<file path="config.mk">
export PLATFORM = sky130hd
export DESIGN_NAME = beta_exe_mc_sequencer_flat
export DESIGN_NICKNAME = d
export VERILOG_FILES = /design/src/rtl/beta_exe_mc_sequencer_if.sv /design/src/rtl/beta_exe_mc_sequencer.sv /design/src/flat_wrapper.sv
export SDC_FILE = /design/constraint.sdc
export NUM_CORES = 1
export LEC_CHECK = 0
export CAP_MARGIN = 30
export CORE_UTILIZATION = 40
export DETAILED_ROUTE_END_ITERATION = 10
export PLACE_DENSITY = 0.61
export SYNTH_ARGS = -nofsm -noshare
export SYNTH_HDL_FRONTEND = slang
export SYNTH_SLANG_ARGS = --single-unit
</file>
<file path="constraint.sdc">
create_clock -name clk_i -period 3.1 [get_ports clk_i]
set_input_delay 0.31 -clock clk_i [delete_from_list [all_inputs] [get_ports clk_i]]
set_output_delay 0.31 -clock clk_i [all_outputs]
set_load 0.01 [all_outputs]
</file>
<file path="src/rtl/beta_exe_mc_sequencer_if.sv">
// Decode-to-execute handshake bundle for the multicycle sequencer: instruction push,
// per-unit en/busy handshake, write-back pulse and status.
interface beta_exe_mc_sequencer_if #(
  parameter int NumUnits  = 4,
  parameter int PendDepth = 2
);
  logic                             exe_new_instr_i;
  logic [NumUnits-1:0]              exe_unit_sel_i;
  logic                             exe_reg_wr_en_i;
  logic [NumUnits-1:0]              exe_unit_busy_i;
  logic [NumUnits-1:0]              exe_unit_en_o;
  logic [NumUnits-1:0]              exe_active_unit_o;
  logic                             exe_reg_wr_en_o;
  logic                             exe_stage_busy_o;
  logic [$clog2(PendDepth+1)-1:0]   exe_pend_cnt_o;
  logic                             exe_pend_full_o;
  logic [2:0]                       exe_err_o;

  modport master (
    output exe_new_instr_i, exe_unit_sel_i, exe_reg_wr_en_i, exe_unit_busy_i,
    input  exe_unit_en_o, exe_active_unit_o, exe_reg_wr_en_o, exe_stage_busy_o,
           exe_pend_cnt_o, exe_pend_full_o, exe_err_o
  );

  modport slave (
    input  exe_new_instr_i, exe_unit_sel_i, exe_reg_wr_en_i, exe_unit_busy_i,
    output exe_unit_en_o, exe_active_unit_o, exe_reg_wr_en_o, exe_stage_busy_o,
           exe_pend_cnt_o, exe_pend_full_o, exe_err_o
  );
endinterface

</file>
<file path="src/rtl/beta_exe_mc_sequencer.sv">
// Execute-stage sequencer: buffers decoded instructions in a small FIFO and runs them one at
// a time on multicycle units over en/busy, with watchdog abort and sticky error flags.
module beta_exe_mc_sequencer #(
  parameter int NumUnits      = 4,
  parameter int PendDepth     = 2,
  parameter int TimeoutCycles = 64
) (
  input logic                    clk_i,
  input logic                    rst_i,
  beta_exe_mc_sequencer_if.slave bus
);
  localparam int CntW = $clog2(PendDepth + 1);
  localparam int PtrW = (PendDepth > 1) ? $clog2(PendDepth) : 1;
  localparam int WdW  = $clog2(TimeoutCycles + 1);
  localparam int EntW = NumUnits + 1;

  typedef enum logic [1:0] {
    S_IDLE      = 2'd0,
    S_ISSUE     = 2'd1,
    S_WAIT_DONE = 2'd2,
    S_WRITE     = 2'd3
  } state_t;

  function automatic logic [PtrW-1:0] ptr_inc(input logic [PtrW-1:0] p);
    if (p == PtrW'(PendDepth - 1)) begin
      return '0;
    end else begin
      return p + PtrW'(1);
    end
  endfunction

  // 0: no unit (single-cycle op), 1: exactly one unit, 2: illegal multi-hot
  function automatic logic [1:0] sel_class(input logic [NumUnits-1:0] sel);
    int ones;
    ones = $countones(sel);
    if (ones == 32'sd0) begin
      return 2'd0;
    end else if (ones == 32'sd1) begin
      return 2'd1;
    end else begin
      return 2'd2;
    end
  endfunction

  state_t              r_state;
  logic [EntW-1:0]     r_fifo [PendDepth];
  logic [PtrW-1:0]     r_wr_ptr;
  logic [PtrW-1:0]     r_rd_ptr;
  logic [CntW-1:0]     r_cnt;
  logic [NumUnits-1:0] r_sel;
  logic                r_wr_en;
  logic [WdW-1:0]      r_wd;
  logic [NumUnits-1:0] r_unit_en;
  logic [NumUnits-1:0] r_active;
  logic                r_reg_wr;
  logic [2:0]          r_err;

  logic                w_pop;
  logic                w_push;
  logic                w_overflow;
  logic [EntW-1:0]     w_head;
  logic [NumUnits-1:0] w_head_sel;
  logic                w_head_wr;
  logic                w_busy_sel;
  logic                w_timeout;

  assign w_pop      = (r_state == S_IDLE) && (r_cnt != '0);
  assign w_push     = bus.exe_new_instr_i && ((r_cnt < CntW'(PendDepth)) || w_pop);
  assign w_overflow = bus.exe_new_instr_i && !w_push;
  assign w_head     = r_fifo[r_rd_ptr];
  assign w_head_sel = w_head[EntW-1:1];
  assign w_head_wr  = w_head[0];
  // Only the owned unit's busy line matters; the others are masked off here.
  assign w_busy_sel = |(bus.exe_unit_busy_i & r_sel);
  assign w_timeout  = (r_wd == WdW'(TimeoutCycles - 1));

  // Pending-instruction FIFO: pointers wrap modulo depth, no bypass to the FSM
  always_ff @(posedge clk_i) begin
    if (rst_i) begin
      r_wr_ptr <= '0;
      r_rd_ptr <= '0;
      r_cnt    <= '0;
      for (int i = 0; i < PendDepth; i++) begin
        r_fifo[i] <= '0;
      end
    end else begin
      if (w_push) begin
        r_fifo[r_wr_ptr] <= {bus.exe_unit_sel_i, bus.exe_reg_wr_en_i};
        r_wr_ptr         <= ptr_inc(r_wr_ptr);
      end
      if (w_pop) begin
        r_rd_ptr <= ptr_inc(r_rd_ptr);
      end
      case ({w_push, w_pop})
        2'b10:   r_cnt <= r_cnt + CntW'(1);
        2'b01:   r_cnt <= r_cnt - CntW'(1);
        default: r_cnt <= r_cnt;
      endcase
    end
  end

  // Control FSM with registered unit enable, ownership, write-back pulse, watchdog and errors
  always_ff @(posedge clk_i) begin
    if (rst_i) begin
      r_state   <= S_IDLE;
      r_sel     <= '0;
      r_wr_en   <= 1'b0;
      r_wd      <= '0;
      r_unit_en <= '0;
      r_active  <= '0;
      r_reg_wr  <= 1'b0;
      r_err     <= 3'b000;
    end else begin
      r_reg_wr <= 1'b0;
      if (w_overflow) begin
        r_err[0] <= 1'b1;
      end
      case (r_state)
        S_IDLE: begin
          if (w_pop) begin
            r_sel   <= w_head_sel;
            r_wr_en <= w_head_wr;
            case (sel_class(w_head_sel))
              2'd0: begin
                r_state  <= S_WRITE;
                r_reg_wr <= w_head_wr;
              end
              2'd1: begin
                r_state   <= S_ISSUE;
                r_unit_en <= w_head_sel;
                r_active  <= w_head_sel;
                r_wd      <= '0;
              end
              default: r_err[2] <= 1'b1;
            endcase
          end
        end
        S_ISSUE: begin
          // The watchdog wins over a same-cycle acknowledge so an abort is never masked.
          if (w_timeout) begin
            r_err[1]  <= 1'b1;
            r_unit_en <= '0;
            r_active  <= '0;
            r_state   <= S_IDLE;
          end else if (w_busy_sel) begin
            r_unit_en <= '0;
            r_wd      <= r_wd + WdW'(1);
            r_state   <= S_WAIT_DONE;
          end else begin
            r_wd <= r_wd + WdW'(1);
          end
        end
        S_WAIT_DONE: begin
          if (w_timeout) begin
            r_err[1] <= 1'b1;
            r_active <= '0;
            r_state  <= S_IDLE;
          end else if (!w_busy_sel) begin
            r_active <= '0;
            r_reg_wr <= r_wr_en;
            r_state  <= S_WRITE;
          end else begin
            r_wd <= r_wd + WdW'(1);
          end
        end
        S_WRITE: r_state <= S_IDLE;
        default: r_state <= S_IDLE;
      endcase
    end
  end

  assign bus.exe_unit_en_o     = r_unit_en;
  assign bus.exe_active_unit_o = r_active;
  assign bus.exe_reg_wr_en_o   = r_reg_wr;
  assign bus.exe_err_o         = r_err;
  assign bus.exe_pend_cnt_o    = r_cnt;
  assign bus.exe_pend_full_o   = (r_cnt == CntW'(PendDepth));
  assign bus.exe_stage_busy_o  = (r_state != S_IDLE) || (r_cnt != '0);
endmodule

</file>
<file path="src/flat_wrapper.sv">
// flat-port wrapper written by rule: the top's interface ports become plain ports
module beta_exe_mc_sequencer_flat 
#(
  parameter int NumUnits      = 4,
  parameter int PendDepth     = 2,
  parameter int TimeoutCycles = 64
)
  (clk_i, rst_i, bus_exe_new_instr_i, bus_exe_unit_sel_i, bus_exe_reg_wr_en_i, bus_exe_unit_busy_i, bus_exe_unit_en_o, bus_exe_active_unit_o, bus_exe_reg_wr_en_o, bus_exe_stage_busy_o, bus_exe_pend_cnt_o, bus_exe_pend_full_o, bus_exe_err_o);
  beta_exe_mc_sequencer_if #(.NumUnits(NumUnits), .PendDepth(PendDepth)) bus_i ();
  input logic clk_i;
  input logic rst_i;
  input wire logic [$bits(bus_i.exe_new_instr_i)-1:0] bus_exe_new_instr_i;
  input wire logic [$bits(bus_i.exe_unit_sel_i)-1:0] bus_exe_unit_sel_i;
  input wire logic [$bits(bus_i.exe_reg_wr_en_i)-1:0] bus_exe_reg_wr_en_i;
  input wire logic [$bits(bus_i.exe_unit_busy_i)-1:0] bus_exe_unit_busy_i;
  output wire logic [$bits(bus_i.exe_unit_en_o)-1:0] bus_exe_unit_en_o;
  output wire logic [$bits(bus_i.exe_active_unit_o)-1:0] bus_exe_active_unit_o;
  output wire logic [$bits(bus_i.exe_reg_wr_en_o)-1:0] bus_exe_reg_wr_en_o;
  output wire logic [$bits(bus_i.exe_stage_busy_o)-1:0] bus_exe_stage_busy_o;
  output wire logic [$bits(bus_i.exe_pend_cnt_o)-1:0] bus_exe_pend_cnt_o;
  output wire logic [$bits(bus_i.exe_pend_full_o)-1:0] bus_exe_pend_full_o;
  output wire logic [$bits(bus_i.exe_err_o)-1:0] bus_exe_err_o;
  assign bus_i.exe_new_instr_i = bus_exe_new_instr_i;
  assign bus_i.exe_unit_sel_i = bus_exe_unit_sel_i;
  assign bus_i.exe_reg_wr_en_i = bus_exe_reg_wr_en_i;
  assign bus_i.exe_unit_busy_i = bus_exe_unit_busy_i;
  assign bus_exe_unit_en_o = bus_i.exe_unit_en_o;
  assign bus_exe_active_unit_o = bus_i.exe_active_unit_o;
  assign bus_exe_reg_wr_en_o = bus_i.exe_reg_wr_en_o;
  assign bus_exe_stage_busy_o = bus_i.exe_stage_busy_o;
  assign bus_exe_pend_cnt_o = bus_i.exe_pend_cnt_o;
  assign bus_exe_pend_full_o = bus_i.exe_pend_full_o;
  assign bus_exe_err_o = bus_i.exe_err_o;
  beta_exe_mc_sequencer #(.NumUnits(NumUnits), .PendDepth(PendDepth), .TimeoutCycles(TimeoutCycles)) u_core (.clk_i(clk_i), .rst_i(rst_i), .bus(bus_i));
endmodule
</file>
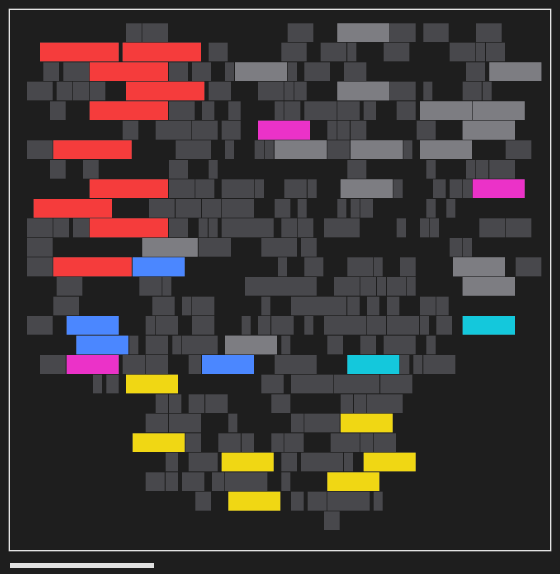
(images/ff_map.png)
Bar = 20 um. Other sequential cells in the stronger gray, the rest of the logic in the fainter gray.
u_core.r_fifo -> red  # placed flops 10, where upper left
u_core.r_state -> cyan  # placed flops 2
u_core.r_wd -> yellow  # placed flops 7
u_core.bus.exe_err_o -> magenta  # placed flops 3
u_core.bus.exe_active_unit_o -> blue  # placed flops 4, where middle left
fraction of area in registers: 35.2%
Storage cell area: 922 um^2
seq pwr: 0.755 mW
post-route core utilization: 50.9%

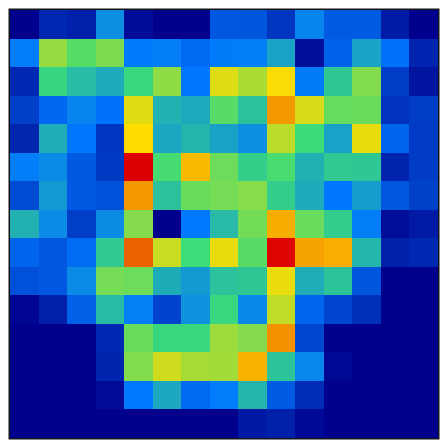
(images/route_heat.png)
The die is cut into 15 by 15 equal tiles; dark blue is low, red is high, scaled to the fullest tile. Values are wire area over tile area, all layers added.
densest ninth of the die = center
fullest tile = 0.43
nearly empty tiles = 20%
routed len/inst: 14.5 um
via count: 1699
overall track demand over capacity in global routing: 18.5%
Detailed Route WL: 4680 um

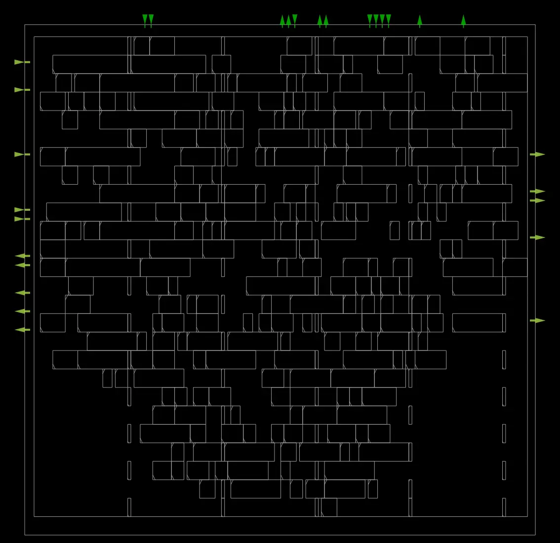
(images/placed.png)
num tapcells: 70
final standard cell count with taps included and fillers excluded: 324
Row Count: 26
filler instances: 500
count of sequential standard cells: 41

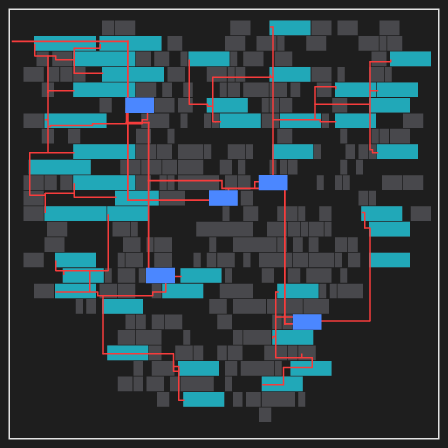
(images/clock_wires.png)
clock wires -> red  # length 534 um
clock-net drivers -> blue  # count 5
flip-flops -> cyan  # count 41
flops lie = spread over the die
post-route clock skew: 0.0108 ns
power attributed to the clock group: 0.373 mW
clock insertion delay at the later pin of the skew report: 0.30 ns
portion of total power attributed to the clock network: 16.0%

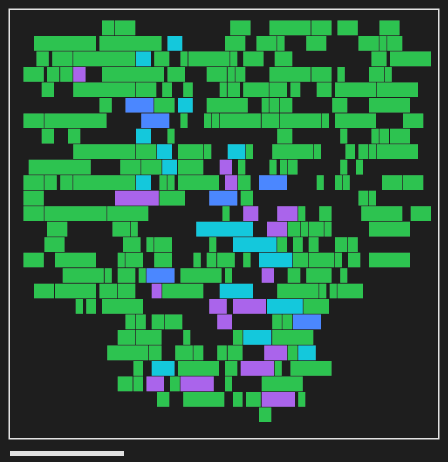
(images/sizing.png)
Bar = 20 um.
x6 and larger -> blue  # cells 6, share 2.4%
x3 and x4 -> cyan  # cells 16, share 6.3%
x2 -> purple  # cells 17, share 6.7%
x1 and smaller -> green  # cells 215, share 85%
summed area of non-filler cells in the final layout: 2620 um^2
post-synthesis to final-layout area growth: 22.1%
Final Worst Setup Slack: 0.233 ns
non-clock buffer count: 34

==> summary.rpt <==
RUN METRICS
----------------------------------------------------
[Synthesis]
  Flops & latches, synth ........................ 41
  Synth Seq Share ........................ 42.9%
  Synthesized area ........................ about 2100 um^2
  Post-synthesis net count ........................ 242
  Adder Area Share ........................ between 6 and 7%
  Yosys cell count ........................ 220
  Parity-gate share of the synthesized area counting xor and xnor cells ........................ under 10%
  Syn Area/Cell ........................ 9.75 um^2
  Largest logic family ........................ AND-OR/OR-AND gates
  Mux share of post-synthesis cell area ........................ under 10%
  Post-synthesis share of cell area spent on and, or, nand and nor gates ........................ about a fifth
  Area of the synthesized netlist per yosys stat ........................ between 2000 and 2500 um^2
  Fraction of post-synthesis cell area in the top cell type by area ........................ between 20% and 30%
  Gate count of the mapped netlist ........................ approximately 220
  Top post-synthesis cells by area ........................ sky130_fd_sc_hd__dfxtp_1 29%, sky130_fd_sc_hd__edfxtp_1 14%, sky130_fd_sc_hd__ha_1 5.3%
  Distinct cells, synth ........................ 56
  Cell taking the most area after synthesis ........................ sky130_fd_sc_hd__dfxtp_1
  Share of synthesized registers carrying an async set or reset ........................ 0%
  Count of flip-flops with a built-in enable after synthesis ........................ 10
  Total of warnings raised by yosys ........................ 0
  Post-Synth AOI/OAI Area ........................ between 20 and 25%

[Clock tree]
  Clock edge transition at the registers on the reported setup and hold paths ........................ ~0.090 ns
  Number of gates resized after cts ........................ 0
  Clock Sinks ........................ 41
  Number of hold-repair buffers added at the cts stage ........................ 0
  CTS Root Cell ........................ sky130_fd_sc_hd__clkbuf_8
  Clock buffers created by TritonCTS ........................ 5
  CTS tree ........................ done
  Postcts setup bufs ........................ 0
  Clock Path Buffers ........................ 2
  Deepest level of the CTS H-tree ........................ 2

[STA]
  Worst Tran Pin Value ........................ 0.703 ns
  Setup_tns ........................ 0 ns
  Max-slew violations ........................ 0
  Shortest period the worst path allows ........................ between 2 and 3 ns
  Headroom to the max-slew limit ........................ between 50% and 60%
  Setup repair after global routing missed its margin ........................ false
  Post-layout period usage ........................ 92.5%
  Achievable frequency ........................ between 300 and 400 MHz
  Final setup violating endpoints ........................ 0
  Worst hold slack ........................ 0.482 ns

[Power and ir drop]
  Peak VDD IR ........................ between 0.3 and 0.4 mV
  Net switching component of the power ........................ between 0.9 and 1 mW
  Flop pwr share ........................ 32.4%
  Total power density per cell area ........................ between 800 and 900 nW/um^2
  Combinational power ........................ approximately 1.2 mW
  Internal power summed over all cells ........................ around 1.4 mW
  Switching share of power ........................ 41.7%
  Main power group ........................ combinational logic
  Static leakage ........................ roughly 0.97 nW
  Combinational share of power ........................ slightly above 50%
  Power after layout ........................ 2.33 mW

[Min path]
  Launch instance of the worst min-delay path ........................ u_core.bus.exe_err_o[2]
  Type of the worst min-delay path ........................ reg2reg

[Floorplanning]
  Height of the chip ........................ approximately 75 um
  Die X ........................ between 70 and 80 um
  Total Die Area ........................ 5660 um^2
  Area inside the core boundary ........................ about 5100 um^2
  Num ports ........................ 28
  Initial core utilization ........................ between 40% and 50%

[Setup path]
  Ordered cell list for the critical path ........................ mux2i_1 > inv_1 > ha_1 > ha_1 > fa_1 > nor2_2 > a31oi_4 > nor2_2 > nand2_1 > o41ai_1
  Worst path slowest cell ........................ sky130_fd_sc_hd__fa_1
  WP buf/inv ........................ 1
  Category of cells accounting for the largest share of critical-path delay ........................ adder cells
  CP Data Required Time ........................ roughly 3.3 ns
  Setup crit end kind ........................ flip-flop
  Largest incremental delay on the critical path ........................ between 0.4 and 0.5 ns
  Crit-path max FO ........................ 5
  Critical Path Start Type ........................ flip-flop

[Run]
  Max cap viols ........................ 0
  Number of warnings the tools reported ........................ 29

[Final layout]
  Commonest cells after routing, fill and taps aside ........................ 30 x sky130_fd_sc_hd__nor2_1, 30 x sky130_fd_sc_hd__dfxtp_1, 27 x sky130_fd_sc_hd__clkdlybuf4s50_1
  Most flop-heavy register ........................ u_core.r_fifo
  Number of flip-flops in the largest register ........................ 10
  Registers with the most flip-flops ........................ u_core.r_fifo: 10 flops, u_core.r_wd: 7 flops
  Layout Nets ........................ 275
  Fraction of layout instances using a drive strength above 1 ........................ 15.4%

[Detailed routing]
  First-pass detailed-route iteration total ........................ 4
  DRC violations left ........................ 0
  Remaining antenna violation count after routing ........................ 0
  Drt first-iter violations ........................ about 120
  Drt via density ........................ between 5 and 6

[Place]
  DP Cell Count ........................ approximately 320
  Placer's final routability congestion estimate ........................ 0.773
  Count of buffers from port buffering ........................ 27
  Minimum setup slack after placement ........................ ~0.17 ns
  Instance area after placement ........................ 2520 um^2
  Detailed placer's ending HPWL ........................ roughly 3500 um

[GRT]
  Largest net degree at the start of global routing ........................ 24
  Number of global-route vias before repair ........................ 1527
  Global-route wire length before repair ........................ approximately 7600 um
  Number of antenna violations at the first check in global routing ........................ 0
  Remaining Overflow, GRT ........................ 0

[Outcome]
  Result of the run ........................ completed

----------------------------------------------------
metal layers:
metal	routed length [um]	vias up	GRT usage, %
li1	-	855	-
met3	181	7	4.02
met2	2110	34	27.9
met1	2310	803	25.9
met4	78	0	6.79
met5	0	-	0
logic make-up (layout without fill, tap and decap cells):
group	count (synthesis)	count (layout)
AND-OR/OR-AND	57	57
buffers and inverters	26	60
multiplexers	5	5
AND/OR/NAND/NOR	77	77
adder cells (fa/ha/maj)	10	10
flip-flops	41	41
XOR/XNOR	4	4
layout make-up:
cell class	instances	area, um^2
clock buffer	6	82.6
clock inverter	2	13.8
fill	500	2520
inverter	18	67.6
multi-input combinational	153	1120
sequential	41	922
tap	70	87.6
timing repair buffer	34	323
cell usage after synthesis (4+ instances only):
cell type,n
sky130_fd_sc_hd__mux2i_1,5
sky130_fd_sc_hd__a211oi_1,7
sky130_fd_sc_hd__nand3_1,4
sky130_fd_sc_hd__o21ai_0,8
sky130_fd_sc_hd__edfxtp_1,10
sky130_fd_sc_hd__clkbuf_1,4
sky130_fd_sc_hd__a211o_1,4
sky130_fd_sc_hd__dfxtp_1,31
sky130_fd_sc_hd__inv_1,18
sky130_fd_sc_hd__a21oi_1,12
sky130_fd_sc_hd__nor2_1,30
sky130_fd_sc_hd__and2_1,10
sky130_fd_sc_hd__o41ai_1,5
sky130_fd_sc_hd__nand2_1,5
sky130_fd_sc_hd__ha_1,9
worst paths after layout:
path,end,slack [ns],depth (start not counted)
worst max-delay path,u_core.bus.exe_active_unit_o[0],0.23,10
worst min register to register,u_core.bus.exe_err_o[2],0.48,2
worst max register to register,u_core.bus.exe_active_unit_o[0],0.23,10
worst min-delay path,u_core.bus.exe_err_o[2],0.48,2
Power and IR drop assume default switching activity.
